==> config.mk <==
export PLATFORM = sky130hd
export DESIGN_NAME = adder_20bit_serial_flat
export DESIGN_NICKNAME = d
export VERILOG_FILES = /design/src/rtl/adder_20bit_serial_if.sv /design/src/rtl/adder_20bit_serial.sv /design/src/flat_wrapper.sv
export SDC_FILE = /design/constraint.sdc
export NUM_CORES = 1
export LEC_CHECK = 0
export CORE_UTILIZATION = 46
export DETAILED_ROUTE_END_ITERATION = 10
export PLACE_DENSITY = 0.76
export SYNTH_ARGS = -nofsm -noshare
export SYNTH_HDL_FRONTEND = slang
export SYNTH_SLANG_ARGS = --single-unit
==> constraint.sdc <==
create_clock -name clk -period 2.68 [get_ports clk]
set_input_delay 0.804 -clock clk [delete_from_list [all_inputs] [get_ports clk]]
set_output_delay 0.804 -clock clk [all_outputs]
set_load 0.05 [all_outputs]
Fig. 1: run 1, the metal 1 layer
The bar under the picture is 20 µm long. Cells faint in the background.
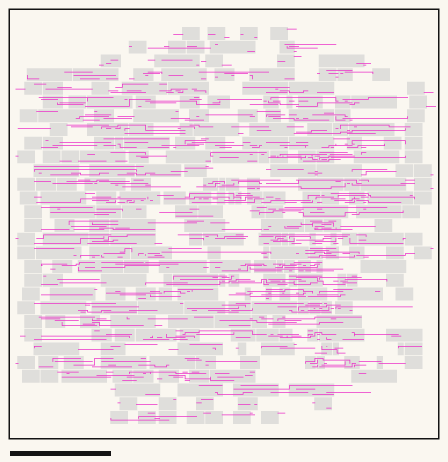
nets with wire on the layer: 280
main direction: horizontal
longest straight run: 21.6 µm
wire length on this layer: 2,900 µm
share of all routed wire: 46%
via count: 2,049
routing usage on met1: 27.33%
overall routed net length: 6309 µm

Fig. 2: run 1, metal 2
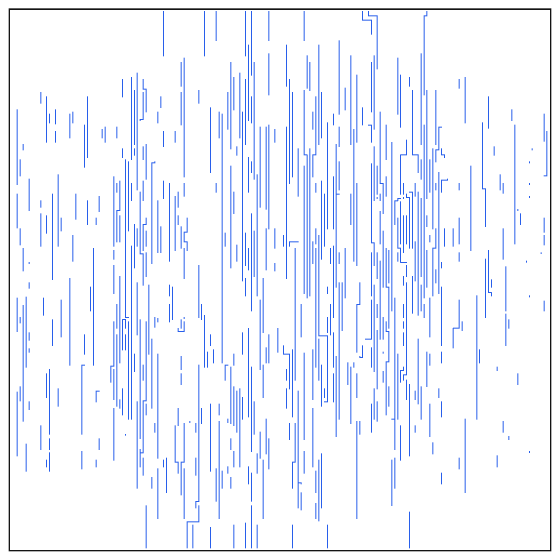
main direction: vertical
longest straight run: 39.1 µm
nets with wire on the layer: 304
wire length on this layer: 3,070 µm
share of all routed wire: 49%
M2 GR Usage: 31.78%

Fig. 3: run 1, M3 wires
The bar under the picture is 20 µm long.
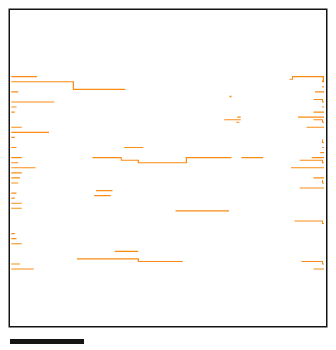
main direction: horizontal
share of all routed wire: 4.7%
wire length on this layer: 297 µm
grt met3 use: 4.767%

==> GITHUB_STEP_SUMMARY, run 1 <==
## PnR job results

| Metric | Value |
|---|---|
| Area of the core | 6495 µm² |
| Remaining routing DRC violations | 8 |
| R2R setup slack | 0.13 ns |
| Final Hold Slack | just under 0.5 ns |
| Yosys reg bits | between 60 and 70 |
| Library cell with the highest instance count after synthesis | dfrtp_1 |
| Net count, final | around 340 |
| Clk buf depth | 2 |
| Multi-input combinational cell area | around 1400 µm² |
| FP Util | roughly 50% |
| Post-synth area from yosys stat | ~3200 µm² |
| Data required time of the critical path | 2.90 ns |
| Weighted congestion reported at the end of routability-driven placement | ~0.80 |
| Most used DFF post-synth | dfrtp_1 |
| Cells taking the most area after synthesis | dfrtp_1, mux2_2, mux4_2 |
| Crit Path Category | reg2reg |
| Worst-path fanout max | 4 |
| Antenna diode count | 0 |
| Detailed router's first-iteration violation count | 87 |
| Launching element type of the critical path | flip-flop |
| Total setup violations reported at the end of the flow | 0 |
| Worst Hold Class | reg2reg |
| Clk Latency, worst-skew pair | about 0.34 ns |
| Fraction of synthesis flops using an asynchronous set or reset pin | 100.0% |
| CP Data Arrival Time | 2.77 ns |
| Instance tally after logic synthesis | between 200 and 250 |
| Worst Tran Pin Value | about 0.50 ns |
| Final number of max-transition violations | 0 |
| Max Fclk | 391.9 MHz |
| Number of maximum-capacitance constraint violations | 0 |
| Number of optimization iterations in the first detailed-route pass | 8 |
| Post-layout period usage of the worst path | a little over nine tenths |
| Clock tree from TritonCTS | done |
| Clock Skew | around 0.010 ns |
| Count of pins on the block boundary | around 67 |
| CTS H-tree depth | 3 |
| Chip area | between 7000 and 8000 µm² |
| Portion of the post-synthesis area used by sequential elements | between 50 and 60% |
| Congestion Overflow GR | 0 |
| Clock-pin transition on the worst setup and hold timing paths | 0.07 ns |
| Type of destination of the critical path | flip-flop |
| Setup WS pre-CTS | roughly 0.13 ns |
| Status | finished, violations left |
| Leakage dissipation | about 1.7 nW |
| EDFF count, synth | 0 |
| Resize count post-CTS | 0 |
| Via count of the first global-routing pass | 2,124 |
| Die outline height | between 80 and 90 µm |
| Avg Vias per Cell | roughly 5.7 |
| Wire length of the first global-routing pass | around 11,000 µm |
| Max-area cell share | 53.84% |
| Port buffer count | approximately 66 |
| Number of sinks on the clock net | 68 |
| Top sig layer | met4 |
| Violations in the final reports | DRC |
| Synth cell types | 39 |
| Worst-case reg-to-reg path depth | 6 |
| Crit path time final | 2.552 ns |
| Post CTS Setup Buffer Count | 0 |
| Nets at Floorplan | roughly 270 |
| Synth Cell Area | 3161 µm² |
| Worst voltage drop across the vdd grid | a little under 0.8 mV |
| Half-perimeter wire length after placement | between 4000 and 5000 µm |
| RSZ-0062 raised after global routing | no |
| Number of placement rows | 29 |
| Ratio of cells with drive above 1 in the final layout | approximately 26% |
| Number of CTS-inserted buffers | 9 |
| GR Util All Layers | around a fifth |
| Root buffer cell | clkbuf_8 |
| Hold Crit Depth | 1 |
| Top cells by count, synth | dfrtp_1, mux2_2, a22o_1 |
| Tally of nets with antenna violations remaining after routing | 0 |
| Maximum number of pins on one net before global-route repair | 69 |
| Stage-log warning count | 29 |
## run 1: per-layer routing
layer / up-vias / global-route usage (%)
met5: - / 0
met4: 0 / 6.471
met3: 8 / 4.767
met2: 66 / 31.78
met1: 1041 / 27.33
li1: 934 / -
## run 1: kinds of logic after synthesis
family                   after synthesis  synth area share (%)
AND/OR/NAND/NOR                       26                 6.136
AND-OR/OR-AND                         38                 10.09
multiplexers                          51                 21.69
buffers and inverters                 17                 3.523
adder cells (fa/ha/maj)               10                 4.434
XOR/XNOR                               1                0.2772
flip-flops                            68                 53.84
## run 1: worst max-delay path, stage by stage (launching register included)
cell	delay (ns)
dfrtp_2	0.40
mux4_2	0.53
fa_2	0.41
fa_2	0.38
a211oi_2	0.27
o21bai_1	0.17
a32o_1	0.28
## run 1: per-stage QoR
stage	utilization (%)	power [mW]	instance area, µm²	instances
2_1_floorplan	-	4.245	3184	211
3_3_place_gp	60.07	5.024	3901	348
3_5_place_dp	60.07	5.105	3901	348
4_1_cts	62.47	5.829	4058	362
5_1_grt	62.57	6.274	4064	362
6_report	62.57	5.849	4064	362
## run 1: where the power goes
| part | leakage (nW) | internal, mW | switching [mW] |
|---|---|---|---|
| clock network | 0.0848 | 0.346 | 0.361 |
| logic | 0.785 | 1.50 | 1.82 |
| registers | 0.843 | 1.50 | 0.313 |
| total | 1.71 | 3.35 | 2.50 |
## run 1: layout by cell type, fill, tap and decap left out, types with 4 or more instances in the layout
master,count
clkbuf_8,10
ha_1,8
nand2_1,6
a21o_1,4
a22o_1,12
inv_1,5
mux2_1,6
nor2_1,4
a32o_1,8
clkdlybuf4s50_1,66
dfrtp_1,67
mux2_2,34
mux4_2,10
## run 1: area by class of cell
| cell class | count | share of cell area, % |
|---|---|---|
| Tap cell | 77 | 2.371 |
| Multi-Input combinational cell | 126 | 33.53 |
| Inverter | 6 | 0.5542 |
| Timing Repair Buffer | 71 | 17.80 |
| Clock buffer | 11 | 3.479 |
| Sequential cell | 68 | 41.90 |
| Clock inverter | 3 | 0.3695 |
==> run 1 -> run 2 <==
--- a/config.mk
+++ b/config.mk
@@ -11,3 +11,4 @@
 export SYNTH_ARGS = -nofsm -noshare
 export SYNTH_HDL_FRONTEND = slang
 export SYNTH_SLANG_ARGS = --single-unit
+export TNS_END_PERCENT = 100
Fig. 4: run 2, the metal 1 layer
The bar under the picture is 20 µm long. Cells faint in the background.
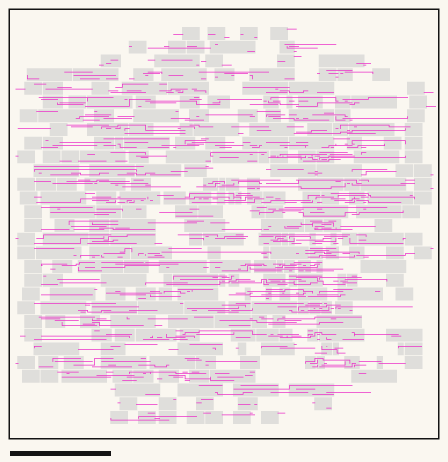
longest straight run: 21.6 µm
share of all routed wire: 46%
wire length on this layer: 2,900 µm
nets with wire on the layer: 280
main direction: horizontal

==> run 2 against run 1 <==
  * The run still ends with DRC left
  * Non-clock buffer count unchanged
  * Sequential share of layout area unchanged
  * Largest cell class unchanged
  * First-iteration DRC count unchanged
  * Via count unchanged
  * Sequential power about the same
  * Routed wire length unchanged
  * Area after synthesis unchanged
  * Combinational power about the same
  * Clock-buffer cell count unchanged
  * Worst setup slack unchanged
  * Die area unchanged
  * Global-route usage unchanged
==> GITHUB_STEP_SUMMARY, run 2 <==
## PnR job results

| Metric | Value |
|---|---|
| Port buffer count | between 60 and 70 |
| Max Fclk | ~390 MHz |
| Portion of the post-synthesis area used by sequential elements | approximately 54% |
| Number of CTS-inserted buffers | 9 |
| Count of pins on the block boundary | around 67 |
| Clock group share of total power | roughly an eighth |
| Clock Skew | 0.01049 ns |
| Worst-path fanout max | 4 |
| Switching part of the total power | about 43% |
| Crit Path Category | reg2reg |
| Remaining routing DRC violations | 8 |
| Number of maximum-capacitance constraint violations | 0 |
| Clk Latency, worst-skew pair | between 0.3 and 0.4 ns |
| Instance tally after logic synthesis | around 210 |
| Worst-case reg-to-reg path depth | 6 |
| Most used DFF post-synth | dfrtp_1 |
| Slowest cell on the critical path | mux4_2 |
| Die width | about 85 µm |
| GR Util All Layers | between 10% and 20% |
| Launching element type of the critical path | flip-flop |
| Worst Hold Class | reg2reg |
| Maximum number of pins on one net before global-route repair | 69 |
| R2R setup slack | about 0.13 ns |
| Clock-pin transition on the worst setup and hold timing paths | around 0.070 ns |
| Clk buf depth | 2 |
| Number of placement rows | 29 |
| EDFF count, synth | 0 |
| Weighted congestion reported at the end of routability-driven placement | roughly 0.8 |
| Library cell with the highest instance count after synthesis | dfrtp_1 |
| Net count, final | ~340 |
| Relative contribution of combinational cells to total power | 56.9% |
| Hold Crit Depth | 1 |
| Switching Power | between 2 and 2.5 mW |
| Ordered cell list for the critical path | mux4_2 -> fa_2 -> fa_2 -> a211oi_2 -> o21bai_1 -> a32o_1 |
| Synth cell types | 39 |
| Root buffer cell | clkbuf_8 |
| Worst voltage drop across the vdd grid | 0.7954 mV |
| Final number of max-transition violations | 0 |
| Congestion Overflow GR | 0 |
| Worst Tran Pin Value | 0.5012 ns |
| Via count | 2,049 |
| Number of hold violations in the final report | 0 |
| Via count of the first global-routing pass | 2,124 |
| Die outline height | approximately 85 µm |
| Fraction of synthesis flops using an asynchronous set or reset pin | 100.0% |
| Type of destination of the critical path | flip-flop |
| FP Util | between 40% and 50% |
| Cell total in the yosys stat output | around 210 |
| Commonest cells after routing, fill and taps aside | dfrtp_1, clkdlybuf4s50_1, mux2_2 |
| Overall routed net length | between 6000 and 7000 µm |
| Number of optimization iterations in the first detailed-route pass | 8 |
| Delay of the slowest cell on the worst path | around 0.53 ns |
| Leakage dissipation | ~1.7 nW |
| Detailed router's first-iteration violation count | about 87 |
| Crit path time final | between 2 and 3 ns |
| Ratio of cells with drive above 1 in the final layout | about 26% |
| Cells taking the most area after synthesis | dfrtp_1, mux2_2, mux4_2 |
| Most used cell, CP | fa_2 |
| CP Data Arrival Time | approximately 2.8 ns |
| Chip area | 7206 µm² |
| Status | finished, violations left |
| Internal Pwr Total | between 3 and 4 mW |
| Avg Vias per Cell | roughly 5.7 |
| Yosys reg bits | 68 |
| Clock tree from TritonCTS | done |
| Most common library cell in the layout ignoring fill and taps | dfrtp_1 |
| Half-perimeter wire length after placement | 4534 µm |
| Nets at Floorplan | between 200 and 300 |
| Wire length of the first global-routing pass | ~11,000 µm |
| RSZ-0062 raised after global routing | no |
| Stage-log warning count | 29 |
| Total setup violations reported at the end of the flow | 0 |
| Post-layout period usage of the worst path | a little over nine tenths |
| CTS H-tree depth | 3 |
| Data required time of the critical path | between 2 and 3 ns |
| Fraction of the core area covered by cells at the end of the flow | 62.57% |
| Max-area cell share | between 50% and 60% |
| Seq pwr share | a little under a third |
| Violations in the final reports | DRC |
| Post-synth area from yosys stat | 3161 µm² |
| Tally of nets with antenna violations remaining after routing | 0 |
| Area of the core | 6495 µm² |
| Synth Cell Area | 3161 µm² |
| Top cells by count, synth | dfrtp_1, mux2_2, a22o_1 |
| Number of sinks on the clock net | roughly 68 |
| Antenna diode count | 0 |
Fig. 5: run 2, metal 2
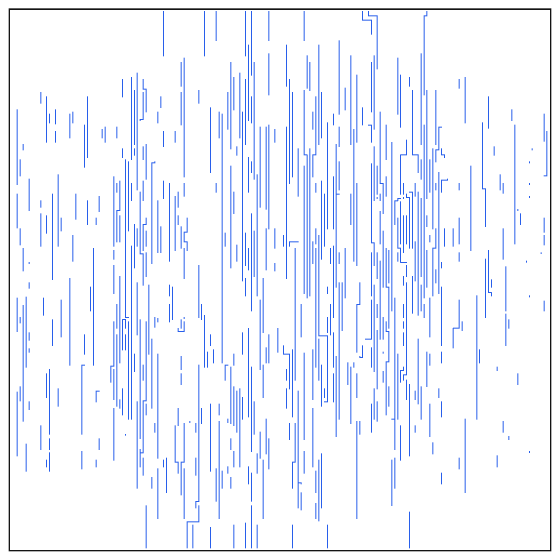

[run 2: power groups by stage]
| stage | combinational (mW) | sequential, mW | clock, mW |
|---|---|---|---|
| 2_1_floorplan | 2.11 | 2.13 | 0 |
| 3_3_place_gp | 3.19 | 1.83 | 0 |
| 3_5_place_dp | 3.27 | 1.84 | 0 |
| 4_1_cts | 3.29 | 1.82 | 0.716 |
| 5_1_grt | 3.61 | 1.88 | 0.775 |
| 6_report | 3.33 | 1.81 | 0.707 |
[run 2: kinds of logic (layout without fill, tap and decap cells)]
kind of cell             count (synthesis)  after routing  synth area share, %
buffers and inverters                   17             91                3.523
multiplexers                            51             51                21.69
AND-OR/OR-AND                           38             38                10.09
adder cells (fa/ha/maj)                 10             10                4.434
AND/OR/NAND/NOR                         26             26                6.136
flip-flops                              68             68                53.84
XOR/XNOR                                 1              1               0.2772
[run 2: layout make-up]
| cell class | count | area, µm² | share of cell area (%) |
|---|---|---|---|
| clock inverters | 3 | 15.01 | 0.3695 |
| inverters | 6 | 22.52 | 0.5542 |
| well taps | 77 | 96.34 | 2.371 |
| flip-flops and latches | 68 | 1703 | 41.90 |
| repair buffers | 71 | 723.2 | 17.80 |
| clock buffers | 11 | 141.4 | 3.479 |
| multi-input cells | 126 | 1363 | 33.53 |
[run 2: critical path: cells and delay by family (launching register included)]
kind / cells / cell delay [ns]
flip-flops: 1 / 0.40
AND-OR/OR-AND: 3 / 0.72
adder cells (fa/ha/maj): 2 / 0.79
multiplexers: 1 / 0.53
[run 2: metal layers]
layer | part of all wire, % | wire (µm) | up-vias | GRT usage [%]
met5 | 0 | 0 | - | 0
met4 | 0.73 | 46 | 0 | 6.471
met3 | 4.7 | 297 | 8 | 4.767
met2 | 49 | 3066 | 66 | 31.78
met1 | 46 | 2899 | 1041 | 27.33
li1 | - | - | 934 | -
[run 2: stage by stage]
| step | area, µm² | power (mW) | hold WS (ns) | worst slack (ns) | instances |
|---|---|---|---|---|---|
| final | 4064 | 5.849 | 0.4854 | 0.1284 | 362 |
| after global placement | 3901 | 5.024 | 0.4676 | 0.1918 | 348 |
| after global routing | 4064 | 6.274 | 0.5182 | 0.04072 | 362 |
| after detailed placement | 3901 | 5.105 | 0.4734 | 0.1260 | 348 |
| after floorplan | 3184 | 4.245 | 0.4524 | 0.02487 | 211 |
| after CTS | 4058 | 5.829 | 0.4898 | 0.1084 | 362 |
[run 2: repair_timing]
item | CTS | global route
gates resized | 0 | 2
buffers inserted | 0 | 0
endpoints found under the setup margin | 0 | 2
hold endpoints to repair | 0 | 0
Power figures rest on the tool's default switching activity, not on a simulated workload.
